Fig. 1: run 1, register map, names as in the netlist
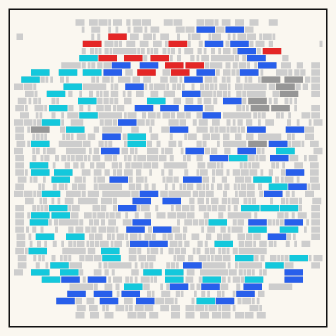
Fig. 2: run 1, cell classes on the final placement
Scale bar: 20 µm.
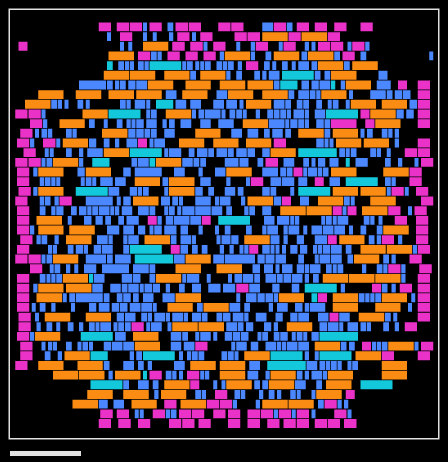
Fig. 3: run 1, clock network drawn from the DEF
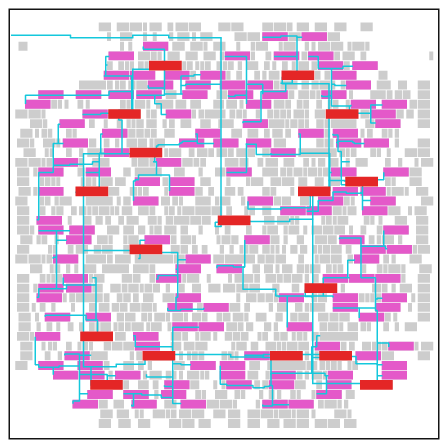
Fig. 4: run 1, routing congestion
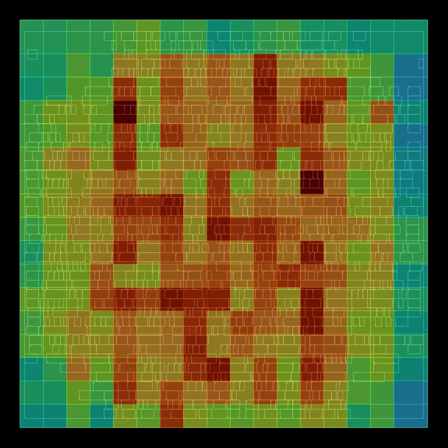
<file path="src/rtl/output_wrapper.sv">
`default_nettype none
// ============================================================================
// Module   : output_wrapper
// Purpose  : Rounds (nearest-even) and packs the sqrt root into an IEEE-754
//            single/double word, delivered over a valid/ready handshake.
//            Optional feature macro: OUTPUT_WRAPPER_EXC_FLAGS_EN
// Revision : 1.0
// ============================================================================
module output_wrapper #(
    parameter int IN_R_SIZE = 55,
    parameter int EXP_SIZE  = 11,
    parameter int OUT_SIZE  = 64
) (
    input  logic                 clk,
    input  logic                 rst,
    input  logic                 sqrt_done,
    input  logic [IN_R_SIZE-1:0] in_root,
    input  logic                 rem_nz,
    input  logic [EXP_SIZE-1:0]  in_exp,
    input  logic [2:0]           in_flags,
    input  logic                 in_sign,
    input  logic                 in_type,
    input  logic                 ready,
    output logic                 valid,
    output logic                 busy,
    output logic [OUT_SIZE-1:0]  result,
    output logic                 exc_invalid,
    output logic                 exc_inexact
);

    typedef enum logic [1:0] {
        IDLE  = 2'd0,
        ROUND = 2'd1,
        HOLD  = 2'd2
    } state_t;

    localparam logic [2:0] c_fl_zero = 3'b001;
    localparam logic [2:0] c_fl_inf  = 3'b010;
    localparam logic [2:0] c_fl_nan  = 3'b011;
    localparam logic [2:0] c_fl_serr = 3'b111;

    state_t                r_state, w_next_state;
    logic                  r_captured;
    logic [IN_R_SIZE-1:0]  r_root;
    logic                  r_rem_nz;
    logic [EXP_SIZE-1:0]   r_exp;
    logic [2:0]            r_flags;
    logic                  r_sign;
    logic                  r_type;
    logic [OUT_SIZE-1:0]   r_result;
    logic [OUT_SIZE-1:0]   w_result;
    logic                  w_capture;

    // Inputs land in a capture stage first; the FSM leaves IDLE one edge later.
    assign w_capture = (r_state == IDLE) && sqrt_done && !r_captured;

    always_ff @(posedge clk) begin
        if (rst) begin
            r_state    <= IDLE;
            r_captured <= 1'b0;
            r_root     <= '0;
            r_rem_nz   <= 1'b0;
            r_exp      <= '0;
            r_flags    <= '0;
            r_sign     <= 1'b0;
            r_type     <= 1'b0;
            r_result   <= '0;
        end else begin
            r_state    <= w_next_state;
            r_captured <= w_capture;
            if (w_capture) begin
                r_root   <= in_root;
                r_rem_nz <= rem_nz;
                r_exp    <= in_exp;
                r_flags  <= in_flags;
                r_sign   <= in_sign;
                r_type   <= in_type;
            end
            if (r_state == ROUND) begin
                r_result <= w_result;
            end
        end
    end

    always_comb begin
        w_next_state = r_state;
        case (r_state)
            IDLE:    if (r_captured)     w_next_state = ROUND;
            ROUND:                       w_next_state = HOLD;
            HOLD:    if (ready)          w_next_state = IDLE;
            default:                     w_next_state = IDLE;
        endcase
    end

    // Rounding datapath for both precisions
    logic        w_d_guard, w_d_sticky, w_d_up;
    logic        w_s_guard, w_s_sticky, w_s_up;
    logic [53:0] w_d_sum;
    logic [24:0] w_s_sum;
    logic [51:0] w_d_frac;
    logic [22:0] w_s_frac;
    logic [10:0] w_d_exp;
    logic [7:0]  w_s_exp;
    logic        w_guard, w_sticky;

    assign w_d_guard  = r_root[1];
    assign w_d_sticky = r_root[0] | r_rem_nz;
    assign w_d_up     = w_d_guard & (w_d_sticky | r_root[2]);
    assign w_d_sum    = {1'b0, r_root[54:2]} + {53'd0, w_d_up};
    assign w_d_frac   = w_d_sum[53] ? 52'd0 : w_d_sum[51:0];
    assign w_d_exp    = r_exp + {10'd0, w_d_sum[53]};

    assign w_s_guard  = r_root[30];
    assign w_s_sticky = (|r_root[29:0]) | r_rem_nz;
    assign w_s_up     = w_s_guard & (w_s_sticky | r_root[31]);
    assign w_s_sum    = {1'b0, r_root[54:31]} + {24'd0, w_s_up};
    assign w_s_frac   = w_s_sum[24] ? 23'd0 : w_s_sum[22:0];
    assign w_s_exp    = r_exp[7:0] + {7'd0, w_s_sum[24]};

    assign w_guard    = r_type ? w_d_guard  : w_s_guard;
    assign w_sticky   = r_type ? w_d_sticky : w_s_sticky;

    always_comb begin
        w_result = '0;
        case (r_flags)
            c_fl_zero: w_result = r_type ? {r_sign, 63'd0} : {32'd0, r_sign, 31'd0};
            c_fl_inf:  w_result = r_type ? 64'h7FF0000000000000 : 64'h000000007F800000;
            c_fl_nan,
            c_fl_serr: w_result = r_type ? 64'h7FF8000000000000 : 64'h000000007FC00000;
            default:   w_result = r_type ? {1'b0, w_d_exp, w_d_frac}
                                         : {32'd0, 1'b0, w_s_exp, w_s_frac};
        endcase
    end

    assign valid  = (r_state == HOLD);
    assign busy   = (r_state != IDLE);
    assign result = r_result;

`ifdef OUTPUT_WRAPPER_EXC_FLAGS_EN
    logic r_exc_invalid, r_exc_inexact;
    logic w_computed;

    assign w_computed = (r_flags != c_fl_zero) && (r_flags != c_fl_inf) &&
                        (r_flags != c_fl_nan)  && (r_flags != c_fl_serr);

    always_ff @(posedge clk) begin
        if (rst) begin
            r_exc_invalid <= 1'b0;
            r_exc_inexact <= 1'b0;
        end else if (r_state == ROUND) begin
            r_exc_invalid <= (r_flags == c_fl_serr);
            r_exc_inexact <= w_computed & (w_guard | w_sticky);
        end
    end

    assign exc_invalid = r_exc_invalid;
    assign exc_inexact = r_exc_inexact;
`else
    logic w_unused_gs;
    assign w_unused_gs = w_guard ^ w_sticky;
    assign exc_invalid = 1'b0;
    assign exc_inexact = 1'b0;
`endif

endmodule
`default_nettype wire
</file>
<file path="config.mk">
export PLATFORM = sky130hd
export DESIGN_NAME = output_wrapper
export DESIGN_NICKNAME = d
export VERILOG_FILES = /design/src/rtl/output_wrapper.sv
export SDC_FILE = /design/constraint.sdc
export NUM_CORES = 1
export LEC_CHECK = 0
export CORE_UTILIZATION = 50
export DETAILED_ROUTE_END_ITERATION = 16
export GPL_ROUTABILITY_DRIVEN = 0
export PLACE_DENSITY = 0.78
export REMOVE_ABC_BUFFERS = 1
export SETUP_SLACK_MARGIN = 0.1
export SYNTH_ARGS = -nofsm -noshare
export SYNTH_HDL_FRONTEND = slang
export SYNTH_SLANG_ARGS = --single-unit
</file>
<file path="constraint.sdc">
create_clock -name clk -period 3.35 [get_ports clk]
set_clock_uncertainty 0.05 [all_clocks]
set_input_delay 0.67 -clock clk [delete_from_list [all_inputs] [get_ports clk]]
set_output_delay 0.67 -clock clk [all_outputs]
set_load 0.02 [all_outputs]
</file>
==> summary.txt, run 1 <==
run results: DR vias/cell=5.72, cells after synthesis=895, Clock buf/inv share=between 6 and 7%, Die W=around 120 µm, share of layout cells above drive strength 1=7.65%, area grow syn2layout=30.8%, share of power burned in registers=42.6%, Max VDD drop=~0.32 mV, HPWL after detailed placement=14,600 µm, wl on met1=8960 µm, DR top layer=met4, Reg clk slew, reported paths=about 0.06 ns, WL met3=1510 µm, top post-synthesis cells by count=208 x nand2_1, 139 x dfxtp_1, 96 x a21oi_1, 53 x clkbuf_1, 52 x nor2_1, die area=14,500 µm², RR Endpoint=result[30], post_cts resized=0, IO Pins=144, R2R Setup Slk=0.39 ns, P_sw=1.04 mW, routed via count=6,830, Worst Path Arrival=about 3.2 ns, pin count of the biggest net entering global routing=70, DR pass1 iterations=6, Clock Path Buffers=2, YS chip area=7000 µm², max reg flops=about 64, initial core utilization=52.1%, endpoints failing hold=0, CLK BUF=25, Post-DP Area=8520 µm², Mapped Area=7000 µm², Worst path slowest cell=dfxtp_1, crit path launch=r_root[30], Yosys warning count=0, GR peak layer=met2, DRC viols=0, first-pass GRT wire length=approximately 33,000 µm, number of global-route vias before repair=6,431, Commonest Layout Cell=nand2_1, cell taking the most area after synthesis=dfxtp_1, hold_ws=around 0.39 ns, run status=completed, Seq share, synth=39.7%, Routed WL=between 20,000 and 25,000 µm, most common cell in the netlist=nand2_1, Inserted Clock Buffers=17, Logic pwr share=between 10% and 20%, Startpoint Class=register, post-synth cell types=62, ao+oa area frac=15.0%, biggest area cells=dfxtp_1 40%, nand2_1 11%, a21oi_1 6.9%, crit-path leading delay family=simple AND/OR/NAND/NOR gates, Worst setup endpoint=result[30], logic share of the area=a little over two fifths, most numerous cell on the critical path=nand3_1, Routed Antenna Nets=0, post-CTS setup buffers=0, min-delay src=result[36], pre-CTS setup slack=0.349 ns, period utilization=about nine tenths, comb pwr=a little under 500 µW, ANT cells=0, Registers, synthesis=139, class of the worst hold path=register to register, Biggest Area Class=combinational gates, ys flop type=dfxtp_1, Setup Viol. Count Final=0, Mapped Avg Cell Area=7.83 µm², Static Leak=3.27 nW, WHS Path Cells=2, WS Path Type=register to register, multi-input combinational cell area=3930 µm², Critical Path RT=3.59 ns, invs w/o clock=5, Cell Chain, Critical Path=and2_1 -> ha_1 -> nand3_1 -> nor2_1 -> nor4b_4 -> ha_1 -> nand3_1 -> nor2_1 -> nand3_1 -> xnor2_1 -> a221oi_1 -> o22ai_1, total chip power=4.32 mW, met2 WL=9510 µm, Initial DRC Count=742, Internal Power=3.28 mW, mux frac, synth=less than 1%, WHS Endpoint=result[36]
Back to the opening pictures, Fig. 1:
- result: blue (flops 64)
- r_exp: red (flops 11; where north)
- r_root: cyan (flops 55)
power in sequential cells: 1.84 mW
Seq area share: 30.4%
Flop area: 2780 µm²
Final Core Density: 68.1%

Back to the opening pictures, Fig. 2:
- clock drivers and dummy loads: cyan (cells 32; share of their area 7.1%)
- combinational and other logic: blue (cells 686; share of their area 44%)
- flops: orange (cells 139; share of their area 31%)
- other buffers and delay cells: magenta (cells 162; share of their area 18%)
FP Rows: 42
Final Cell Area: 9160 µm²
core area: 13,500 µm²

Back to the opening pictures, Fig. 3:
- flip-flops: magenta (count 139)
- clock drivers: red (count 17)
- clock wires: cyan (length 1,630 µm)
- routed clock nets: 18
Worst-Skew Late Latency: 0.43 ns
clk pwr: 2.00 mW
Clock Power Share: 46.2%

Back to the opening pictures, Fig. 4:
GR Layer Usage met2: 45.7%
GR Util met3: 6.51%
WL/cell: 17.2 µm
M1 GR Usage: 38.3%
Global Route Usage Sum: 29.1%

==> inputs of run 2 (changes only) <==
--- a/config.mk
+++ b/config.mk
@@ -5,11 +5,12 @@
 export SDC_FILE = /design/constraint.sdc
 export NUM_CORES = 1
 export LEC_CHECK = 0
+export CORE_MARGIN = 4
 export CORE_UTILIZATION = 50
 export DETAILED_ROUTE_END_ITERATION = 16
 export GPL_ROUTABILITY_DRIVEN = 0
 export PLACE_DENSITY = 0.78
-export REMOVE_ABC_BUFFERS = 1
+export RECOVER_POWER = 25
 export SETUP_SLACK_MARGIN = 0.1
 export SYNTH_ARGS = -nofsm -noshare
 export SYNTH_HDL_FRONTEND = slang
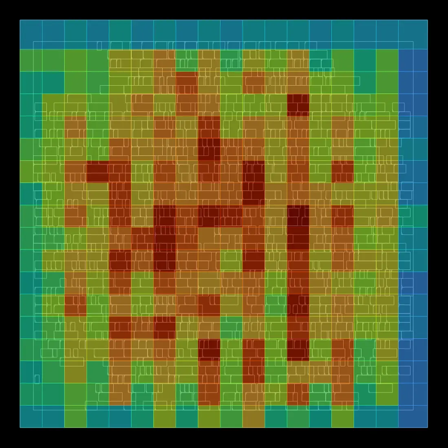
Fig. 5. Routing congestion (run 2).
Global Route Usage Sum: 25.8%
WL/cell: 17.1 µm

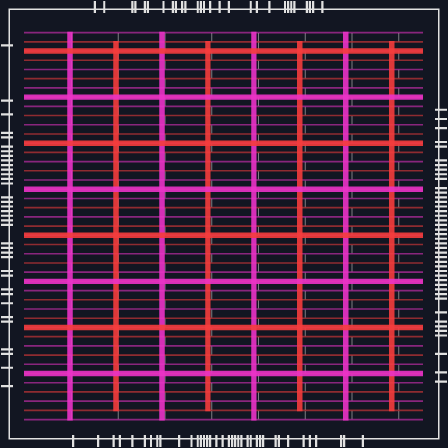
Fig. 6. Floorplan with the power grid (run 2).
Pins as bars on the die edge. Tap cells in gray.
- VSS: magenta
- VDD: red
- signal pins: 144
- met4 straps: 8
- met5 straps: 8
Die W: 126 µm
Die Y: 126 µm
Max VDD drop: 0.325 mV

==> run 2 against run 1 <==
Register-to-register slack got worse by 0.03 ns. Routed wire length decreased by 0.31%. Critical path depth unchanged. Global-route usage decreased by 3.3 points. Maximum frequency decreased by 1.0%. Clock power decreased by 3%. The run now ends with max-capacitance violations, max-slew violations left. Die area increased by 10%. Utilization decreased by 0.13 points. Sequential share of layout area increased by 0.058 points.
==> summary.txt, run 2 <==
run results: FP Rows=between 40 and 50, class of the worst hold path=register to register, RR Endpoint=result[30], period utilization=89.3%, fin. max-slew vios=between 40 and 50, CLK BUF=24, P_sw=1.06 mW, Biggest Area Class=combinational gates, Cell Chain, Critical Path=and2_1 -> ha_1 -> nand3_1 -> nor2_1 -> nor4b_2 -> ha_1 -> nand3_1 -> nor2_1 -> nand3_1 -> xnor2_1 -> a221oi_1 -> o22ai_1, Mapped Area=7000 µm², Yosys warning count=0, first-pass GRT wire length=33,300 µm, HPWL after detailed placement=15,200 µm, endpoints failing hold=0, Mapped Avg Cell Area=7.83 µm², logic share of the area=42.8%, routed via count=6,812, Clock Path Buffers=2, Critical Path RT=3.56 ns, Static Leak=3.31 nW, ANT cells=0, met2 WL=9140 µm, Worst setup endpoint=result[30], crit-path leading delay family=simple AND/OR/NAND/NOR gates, share of power burned in registers=43.0%, M1 GR Usage=34.7%, Seq share, synth=around two fifths, most common cell in the netlist=nand2_1, max reg flops=64, run status=finished, violations left, DR top layer=met4, Registers, synthesis=roughly 140, ao+oa area frac=15.0%, WHS Path Cells=2, ys flop type=dfxtp_1, number of global-route vias before repair=around 6,400, initial core utilization=between 50% and 60%, IO Pins=144, maxcap violations=1, clk pwr=between 1.5 and 2 mW, biggest area cells=dfxtp_1 40%, nand2_1 11%, a21oi_1 6.9%, violated checks=max-capacitance violations, max-slew violations, YS chip area=between 7000 and 8000 µm², Final Core Density=68.0%, Routed WL=20,500 µm, Initial DRC Count=838, pre-CTS setup slack=just over 0.4 ns, comb pwr=495 µW, total chip power=4.26 mW, cell taking the most area after synthesis=dfxtp_1, WL met3=roughly 1800 µm, top post-synthesis cells by count=208 x nand2_1, 139 x dfxtp_1, 96 x a21oi_1, 53 x clkbuf_1, 52 x nor2_1, crit path launch=r_root[30], Reg clk slew, reported paths=0.06 ns, Inserted Clock Buffers=17, GR peak layer=met2, Worst path slowest cell=dfxtp_1, Startpoint Class=register, DR vias/cell=5.69, Routed Antenna Nets=0, Clock Power Share=45.4%, wl on met1=8840 µm, die area=16,000 µm², share of layout cells above drive strength 1=between 7 and 8%
Power figures rest on the tool's default switching activity, not on a simulated workload.
